===== config.mk =====
export PLATFORM = sky130hd
export DESIGN_NAME = mem_arbiter
export DESIGN_NICKNAME = d
export VERILOG_FILES = /design/src/rtl/mem_arb_pkg.sv /design/src/rtl/rr_pick2.sv /design/src/rtl/mem_arbiter.sv
export SDC_FILE = /design/constraint.sdc
export NUM_CORES = 1
export LEC_CHECK = 0
export ABC_AREA = 0
export CORE_UTILIZATION = 37
export CTS_CLUSTER_SIZE = 28
export DETAILED_ROUTE_END_ITERATION = 8
export PLACE_DENSITY = 0.76
export SYNTH_ARGS = -nofsm -noshare
export SYNTH_HDL_FRONTEND = slang
export SYNTH_SLANG_ARGS = --single-unit

===== constraint.sdc =====
create_clock -name clk -period 1.8 [get_ports clk]
set_clock_uncertainty 0.15 [all_clocks]
set_input_delay 0.18 -clock clk [delete_from_list [all_inputs] [get_ports clk]]
set_output_delay 0.18 -clock clk [all_outputs]
set_load 0.05 [all_outputs]

===== src/rtl/mem_arb_pkg.sv =====
// Shared definitions for the two-requester memory arbiter: FSM encoding,
// requester ids and default bus widths.
package mem_arb_pkg;

    localparam int DEF_AW = 13;
    localparam int DEF_DW = 8;

    // Requester ids; the last-winner pointer uses the same encoding.
    localparam logic ID_CPU = 1'b0;
    localparam logic ID_DMA = 1'b1;

    typedef enum logic [1:0] {
        ST_IDLE   = 2'd0,
        ST_ACCESS = 2'd1,
        ST_RESP   = 2'd2
    } arb_state_e;

    // One-hot pulse vector {dma, cpu} for a requester id.
    function automatic logic [1:0] id_onehot(input logic id);
        logic [1:0] vec;
        if (id == ID_DMA) begin
            vec = 2'b10;
        end else begin
            vec = 2'b01;
        end
        return vec;
    endfunction

endpackage


===== src/rtl/rr_pick2.sv =====
// Two-input round-robin pick: a lone requester wins; on a tie the requester
// that did not win last time wins.
module rr_pick2
    import mem_arb_pkg::*;
(
    input  logic req_cpu_i,
    input  logic req_dma_i,
    input  logic last_i,
    output logic valid_o,
    output logic winner_o
);

    // Resolve the winner from the current requests and the last winner.
    always_comb begin
        valid_o  = req_cpu_i | req_dma_i;
        winner_o = ID_CPU;
        if (req_cpu_i && req_dma_i) begin
            winner_o = ~last_i;
        end else if (req_dma_i) begin
            winner_o = ID_DMA;
        end else begin
            winner_o = ID_CPU;
        end
    end

endmodule


===== src/rtl/mem_arbiter.sv =====
// Arbiter sharing one unified memory between a CPU and a DMA requester.
// One transfer at a time: IDLE samples requests, ACCESS drives the memory
// for WAIT_CYCLES cycles, RESP pulses the owner's done. All outputs are
// registered.
module mem_arbiter
    import mem_arb_pkg::*;
#(
    parameter int AW          = DEF_AW,
    parameter int DW          = DEF_DW,
    parameter int WAIT_CYCLES = 1
) (
    input  logic          clk,
    input  logic          rst,
    input  logic          cpu_req,
    input  logic          cpu_we,
    input  logic [AW-1:0] cpu_addr,
    input  logic [DW-1:0] cpu_wdata,
    input  logic          dma_req,
    input  logic          dma_we,
    input  logic [AW-1:0] dma_addr,
    input  logic [DW-1:0] dma_wdata,
    output logic          cpu_gnt,
    output logic          dma_gnt,
    output logic          cpu_done,
    output logic          dma_done,
    output logic [DW-1:0] rdata,
    output logic [AW-1:0] mem_addr,
    output logic [DW-1:0] mem_wdata,
    output logic          mem_read,
    output logic          mem_write,
    input  logic [DW-1:0] mem_rdata
);

    localparam logic [3:0] WAIT_LD = 4'(WAIT_CYCLES);

    arb_state_e    state_q;
    logic [3:0]    cnt_q;
    logic          id_q;
    logic          we_q;
    logic          last_q;
    logic [1:0]    gnt_q;
    logic [1:0]    done_q;
    logic [DW-1:0] rdata_q;
    logic [AW-1:0] mem_addr_q;
    logic [DW-1:0] mem_wdata_q;
    logic          mem_read_q;
    logic          mem_write_q;

    logic          pick_valid_s;
    logic          pick_id_s;
    logic          req_we_s;
    logic [AW-1:0] req_addr_s;
    logic [DW-1:0] req_wdata_s;

    rr_pick2 u_pick (
        .req_cpu_i (cpu_req),
        .req_dma_i (dma_req),
        .last_i    (last_q),
        .valid_o   (pick_valid_s),
        .winner_o  (pick_id_s)
    );

    // Route the winning requester's transfer fields toward the latches.
    always_comb begin
        req_we_s    = cpu_we;
        req_addr_s  = cpu_addr;
        req_wdata_s = cpu_wdata;
        if (pick_id_s == ID_DMA) begin
            req_we_s    = dma_we;
            req_addr_s  = dma_addr;
            req_wdata_s = dma_wdata;
        end else begin
            req_we_s    = cpu_we;
            req_addr_s  = cpu_addr;
            req_wdata_s = cpu_wdata;
        end
    end

    // Transfer FSM with registered grants, dones, strobes and data.
    always_ff @(posedge clk or posedge rst) begin
        if (rst) begin
            state_q     <= ST_IDLE;
            cnt_q       <= 4'd0;
            id_q        <= ID_CPU;
            we_q        <= 1'b0;
            last_q      <= ID_DMA;
            gnt_q       <= 2'b00;
            done_q      <= 2'b00;
            rdata_q     <= {DW{1'b0}};
            mem_addr_q  <= {AW{1'b0}};
            mem_wdata_q <= {DW{1'b0}};
            mem_read_q  <= 1'b0;
            mem_write_q <= 1'b0;
        end else begin
            gnt_q  <= 2'b00;
            done_q <= 2'b00;
            case (state_q)
                ST_IDLE: begin
                    if (pick_valid_s) begin
                        state_q     <= ST_ACCESS;
                        cnt_q       <= WAIT_LD;
                        id_q        <= pick_id_s;
                        last_q      <= pick_id_s;
                        we_q        <= req_we_s;
                        mem_addr_q  <= req_addr_s;
                        mem_wdata_q <= req_wdata_s;
                        mem_read_q  <= ~req_we_s;
                        mem_write_q <= req_we_s;
                        gnt_q       <= id_onehot(pick_id_s);
                    end else begin
                        state_q     <= ST_IDLE;
                        mem_read_q  <= 1'b0;
                        mem_write_q <= 1'b0;
                    end
                end
                ST_ACCESS: begin
                    cnt_q <= cnt_q - 4'd1;
                    if (cnt_q == 4'd1) begin
                        // Last memory cycle: read data is valid now.
                        if (!we_q) begin
                            rdata_q <= mem_rdata;
                        end else begin
                            rdata_q <= rdata_q;
                        end
                        mem_read_q  <= 1'b0;
                        mem_write_q <= 1'b0;
                        done_q      <= id_onehot(id_q);
                        state_q     <= ST_RESP;
                    end else begin
                        state_q <= ST_ACCESS;
                    end
                end
                ST_RESP: begin
                    state_q <= ST_IDLE;
                end
                default: begin
                    state_q     <= ST_IDLE;
                    mem_read_q  <= 1'b0;
                    mem_write_q <= 1'b0;
                end
            endcase
        end
    end

    assign cpu_gnt   = gnt_q[0];
    assign dma_gnt   = gnt_q[1];
    assign cpu_done  = done_q[0];
    assign dma_done  = done_q[1];
    assign rdata     = rdata_q;
    assign mem_addr  = mem_addr_q;
    assign mem_wdata = mem_wdata_q;
    assign mem_read  = mem_read_q;
    assign mem_write = mem_write_q;

endmodule


**Run 1: cell placement**

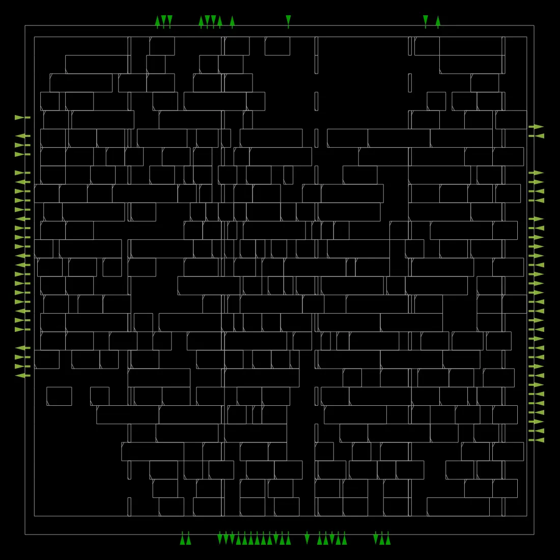
# fillers: 451
n_taps: 70
seq_cells: 44

**Run 1: floorplan with the power grid**

Scale bar: 20 um. Pins as bars on the die edge. Tap cells in gray.
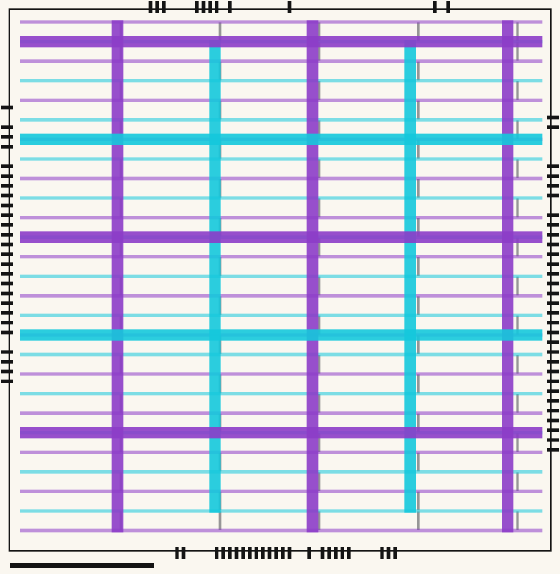
- cyan: VDD
- purple: VSS
- met4 straps: 5
- met5 straps: 5
- tap cells: 70
- met1 rails: 27
- rows: 26

**Run 1: wires at chosen ports, followed through buffers**

Scale bar: 20 um.
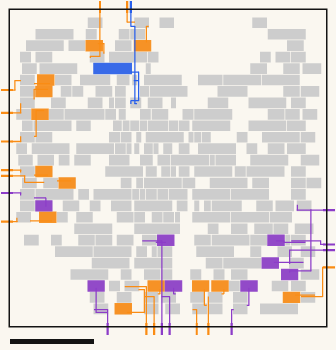
- orange: dma_addr (bits 13; direction input; edge 6 left, 4 bottom, 2 top, 1 right; end cells 13; buffers 13; wire 150 um)
- purple: cpu_wdata (bits 8; direction input; edge 4 bottom, 3 right, 1 left; end cells 8; buffers 8; wire 130 um)
- blue: mem_read (bits 1; direction output; edge top; end cells 1; buffers 1; wire 35.7 um)

==> flow_summary.json, run 1 <==
{
  "relSlewSlack_pct": 65.7,
  "dr.pass1.iters": 4,
  "dpl.hpwl_um": 3250,
  "drv_cap": 0,
  "setup_violations": 8,
  "cts_sinks": 44,
  "nets": 314,
  "place.gp.congestion": 0.770,
  "status": "complete, but fails checks",
  "final_common_cell": "clkdlybuf4s50_1",
  "area_growth_pct": 62.8,
  "die_width_um": 75.1,
  "critical_path.startpoint": "cnt_q[1]",
  "chipArea_sq_um": 5640,
  "grt_pass1_vias": 1561,
  "vias": 1494,
  "ir_drop_mv": 0.878,
  "hp-class": "input port to async pin",
  "vias_per_cell": 4.57,
  "diodes": 0,
  "clk_pin_slew_ns": 0.08,
  "fin_cells": 327,
  "fin_ws_ns": -0.0736,
  "cp.arrival_ns": 1.90,
  "antenna_found_initial": 0,
  "ys_seq_share_pct": 55.7,
  "synth.largest_area_cell": "dfrtp_1",
  "ys_warn_count": 0,
  "worstPathRequired_ns": 1.82,
  "violations": "setup timing",
  "htree_levels": 2,
  "rsz0062_at_grt": "yes",
  "cts_buffer_depth": 2
}
==> run 1: timing repair <==
item                                    4_1_cts  5_1_grt
hold buffers                                  0        0
endpoints found under the setup margin        8       17
setup buffers                                 2        0
gates resized                                 4       10
==> run 1: through the flow <==
stage	area, sq um	worst slack, ns	hold slack (ns)
5_1_grt	3220	-0.140	0.0869
3_5_place_dp	3060	-0.179	0.296
4_1_cts	3190	-0.0756	0.0431
2_1_floorplan	1980	-0.130	0.0929
3_3_place_gp	3060	-0.155	0.291
6_report	3220	-0.0736	0.0532
==> run 1: where the power goes <==
group / total [mW] / internal [mW] / switching (mW)
logic: 3.73 / 1.56 / 2.17
clock network: 0.726 / 0.412 / 0.314
registers: 1.76 / 1.48 / 0.274
==> run 1: layout make-up <==
type	count	area (sq um)
clock buffer	6	72.6
clock inverter	2	35.0
fill	451	1920
inverter	7	26.3
multi-input combinational	87	838
sequential	44	1100
tap	70	87.6
timing repair buffer	111	1060
==> run 1: metal layers <==
layer / wire, um / global-route usage [%] / vias to the layer above
li1: - / - / 732
met1: 1830 / 18.8 / 698
met2: 2050 / 29.1 / 62
met3: 338 / 4.82 / 2
met4: 13 / 3.14 / 0
met5: 0 / 0 / -
==> run 1: cell usage after synthesis, drive strengths merged <==
cell     count
and2         2
buf          6
dfstp        1
a22o         1
xor2         2
nor2b        2
mux2i        2
o21ai        1
o21a         1
o22ai        2
nand2        3
inv          7
nand3b       1
o2bb2ai      1
a31oi        1
dfrtp       43
or3b         1
mux2        50
nand2b       1
ha           2
nor3         3
a21o         1
a21boi       1
o31ai        1
a21oi        3
nor2         5
==> run 1: worst min path at each step <==
stage / depth (start not counted) / slack (ns) / to / from
after floorplan: 1 / 0.09 / last_q / cpu_req
after global placement: 1 / 0.29 / done_q[0] / id_q
after detailed placement: 1 / 0.30 / done_q[0] / id_q
after CTS: 2 / 0.04 / rdata[1] / rst
after global routing: 2 / 0.09 / rdata[1] / rst
final: 2 / 0.05 / rdata[1] / rst
==> run 1: state kept, by name, indices dropped and copies added (netlist names) <==
name       cells
cnt_q          4
done_q         2
gnt_q          2
id_q           1
last_q         1
mem_addr      13
mem_read       1
mem_wdata      8
mem_write      1
rdata          8
state_q        2
we_q           1
==> run 1: logic make-up after synthesis <==
logic type | Yosys count | share of synthesized area, %
AOI/OAI and AO/OA | 13 | 4.55
xor gates and xnor gates | 2 | 0.886
adders and majority gates | 2 | 1.26
buffers and inverters | 13 | 2.85
DFF | 44 | 55.7
muxes | 52 | 29.5
and+or+nand+nor | 18 | 5.25
==> run 1: critical path, cell delays in order, from the launching register on <==
cell	delay, ns
dfrtp_1	0.39
inv_2	0.08
ha_4	0.12
or3b_4	0.39
nor3_4	0.16
buf_12	0.15
mux2_2	0.33
--- run 2 (diff from run 1) ---
- MAX_ROUTING_LAYER: not set -> met4
**Run 2: wires at chosen ports, followed through buffers**

Scale bar: 20 um.
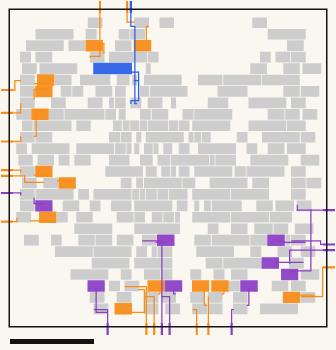
- blue: mem_read (bits 1; direction output; edge top; end cells 1; buffers 1; wire 35.7 um)
- orange: dma_addr (bits 13; direction input; edge 6 left, 4 bottom, 2 top, 1 right; end cells 13; buffers 13; wire 150 um)
- purple: cpu_wdata (bits 8; direction input; edge 4 bottom, 3 right, 1 left; end cells 8; buffers 8; wire 129 um)

==> run 2 against run 1 <==
Compared with the run above:
- the run still ends with setup timing left
- routed wire length rose by 0.38%
- sequential share of layout area did not move
- final cell count did not move
- die size did not move
- critical endpoint unchanged
- largest cell class unchanged
- largest power group unchanged
==> flow_summary.json, run 2 <==
{
  "vias_per_cell": 4.61,
  "rsz0062_at_grt": "yes",
  "antenna_found_initial": 0,
  "cpPeakStageDelay_ns": 0.39,
  "clk_pin_slew_ns": 0.08,
  "ys_warn_count": 0,
  "largest_reg_flops": 13,
  "cts_sinks": 44,
  "slowest_stage": "dfrtp_1",
  "p_int_mw": 3.45,
  "diodes": 0,
  "dr.pass1.iters": 4,
  "async_flop_share_pct": 100,
  "critPathTopFamily": "simple AND/OR/NAND/NOR gates",
  "worstPathRequired_ns": 1.82,
  "p_comb_share_pct": 60.0,
  "drv_cap": 0,
  "status": "complete, but fails checks",
  "edf_count": 0,
  "setup_violations": 8,
  "crit_buf_inv": 2,
  "swShare_pct": 44.4,
  "ys_seq_share_pct": 55.7,
  "final_common_cell": "clkdlybuf4s50_1",
  "fillers": 451,
  "clkPwrFrac_pct": 11.7,
  "htree_levels": 2,
  "yosys-top-cells-count": "mux2_2 (50), dfrtp_1 (43), inv_1 (7)",
  "place.gp.congestion": 0.780,
  "worst_slew_pin_slew_ns": 0.514,
  "synth.largest_area_cell": "dfrtp_1",
  "fin_ws_ns": -0.0738,
  "dp_slack_ns": -0.179,
  "violations": "setup timing",
  "dpl.hpwl_um": 3250,
  "combGateArea_sq_um": 838,
  "power_frac_seq_pct": 28.3,
  "relSlewSlack_pct": 65.7,
  "crit_chain": "inv_2 -> ha_4 -> or3b_4 -> nor3_4 -> buf_12 -> mux2_2",
  "vias": 1509,
  "cts_buffer_depth": 2
}
run 2: cell counts after synthesis:
No cell type changed its count.
run 2: cell type report:
| class | count | share of cell area, % |
|---|---|---|
| sequential | 44 | 34.2 |
| timing repair buffer | 111 | 32.9 |
| clock buffer | 6 | 2.25 |
| multi-input combinational | 87 | 26.0 |
| clock inverter | 2 | 1.09 |
| inverter | 7 | 0.816 |
| tap | 70 | 2.72 |
run 2: worst paths after layout:
kind                           from  cells past startpoint           to  slack (ns)
setup / recovery           cnt_q[1]                      6     rdata[2]       -0.07
hold / removal                  rst                      2  mem_addr[9]        0.05
setup reg to reg           cnt_q[1]                      6     rdata[2]       -0.07
hold reg to reg                id_q                      1    done_q[0]        0.31
max in group asynchronous       rst                      3       last_q        0.95
min in group clk               id_q                      1    done_q[0]        0.31
run 2: what timing repair did:
action / CTS / global route
hold buffers: 0 / 0
endpoints found under the setup margin: 8 / 17
setup buffers: 2 / 0
gates resized: 4 / 10
run 2: logic make-up (layout without fill, tap and decap cells):
family / after synthesis / count (layout) / synth area share (%)
compound gates: 13 / 13 / 4.55
buf+inv: 13 / 126 / 2.85
mux: 52 / 52 / 29.5
flops: 44 / 44 / 55.7
xor+xnor: 2 / 2 / 0.886
simple gates: 18 / 18 / 5.25
fa+ha+maj: 2 / 2 / 1.26
run 2: worst reg2reg max path: cells and delay by family, from the launching register on:
family / cells / cell delay (ns)
and+or+nand+nor: 2 / 0.55
DFF: 1 / 0.39
muxes: 1 / 0.33
buffers and inverters: 2 / 0.23
adders and majority gates: 1 / 0.12
run 2: routing by layer:
metal  GRT usage, %  routed length, um  up-vias
li1               -                  -      732
met1           19.3               1860      709
met2           29.1               2070       66
met3           4.02                296        2
met4           3.14                 13        0
met5              -                  0        -
run 2: power groups by stage:
stage	clock network, mW	logic (mW)	registers (mW)
after global placement	0	3.66	1.75
after floorplan	0	1.08	3.10
after detailed placement	0	3.70	1.77
final	0.725	3.73	1.76
after CTS	0.757	3.76	1.76
after global routing	0.785	3.94	1.82
run 2: stage by stage:
step           hold WS [ns]  area, sq um  util, %  cells  power [mW]
2_1_floorplan        0.0929         1980        -    144        4.18
3_3_place_gp          0.291         3060     59.5    317        5.41
3_5_place_dp          0.296         3060     59.5    317        5.47
4_1_cts              0.0431         3190     62.1    327        6.27
5_1_grt              0.0846         3220     62.7    327        6.54
6_report             0.0546         3220     62.7    327        6.21
Power is estimated from default activity; no workload was simulated.
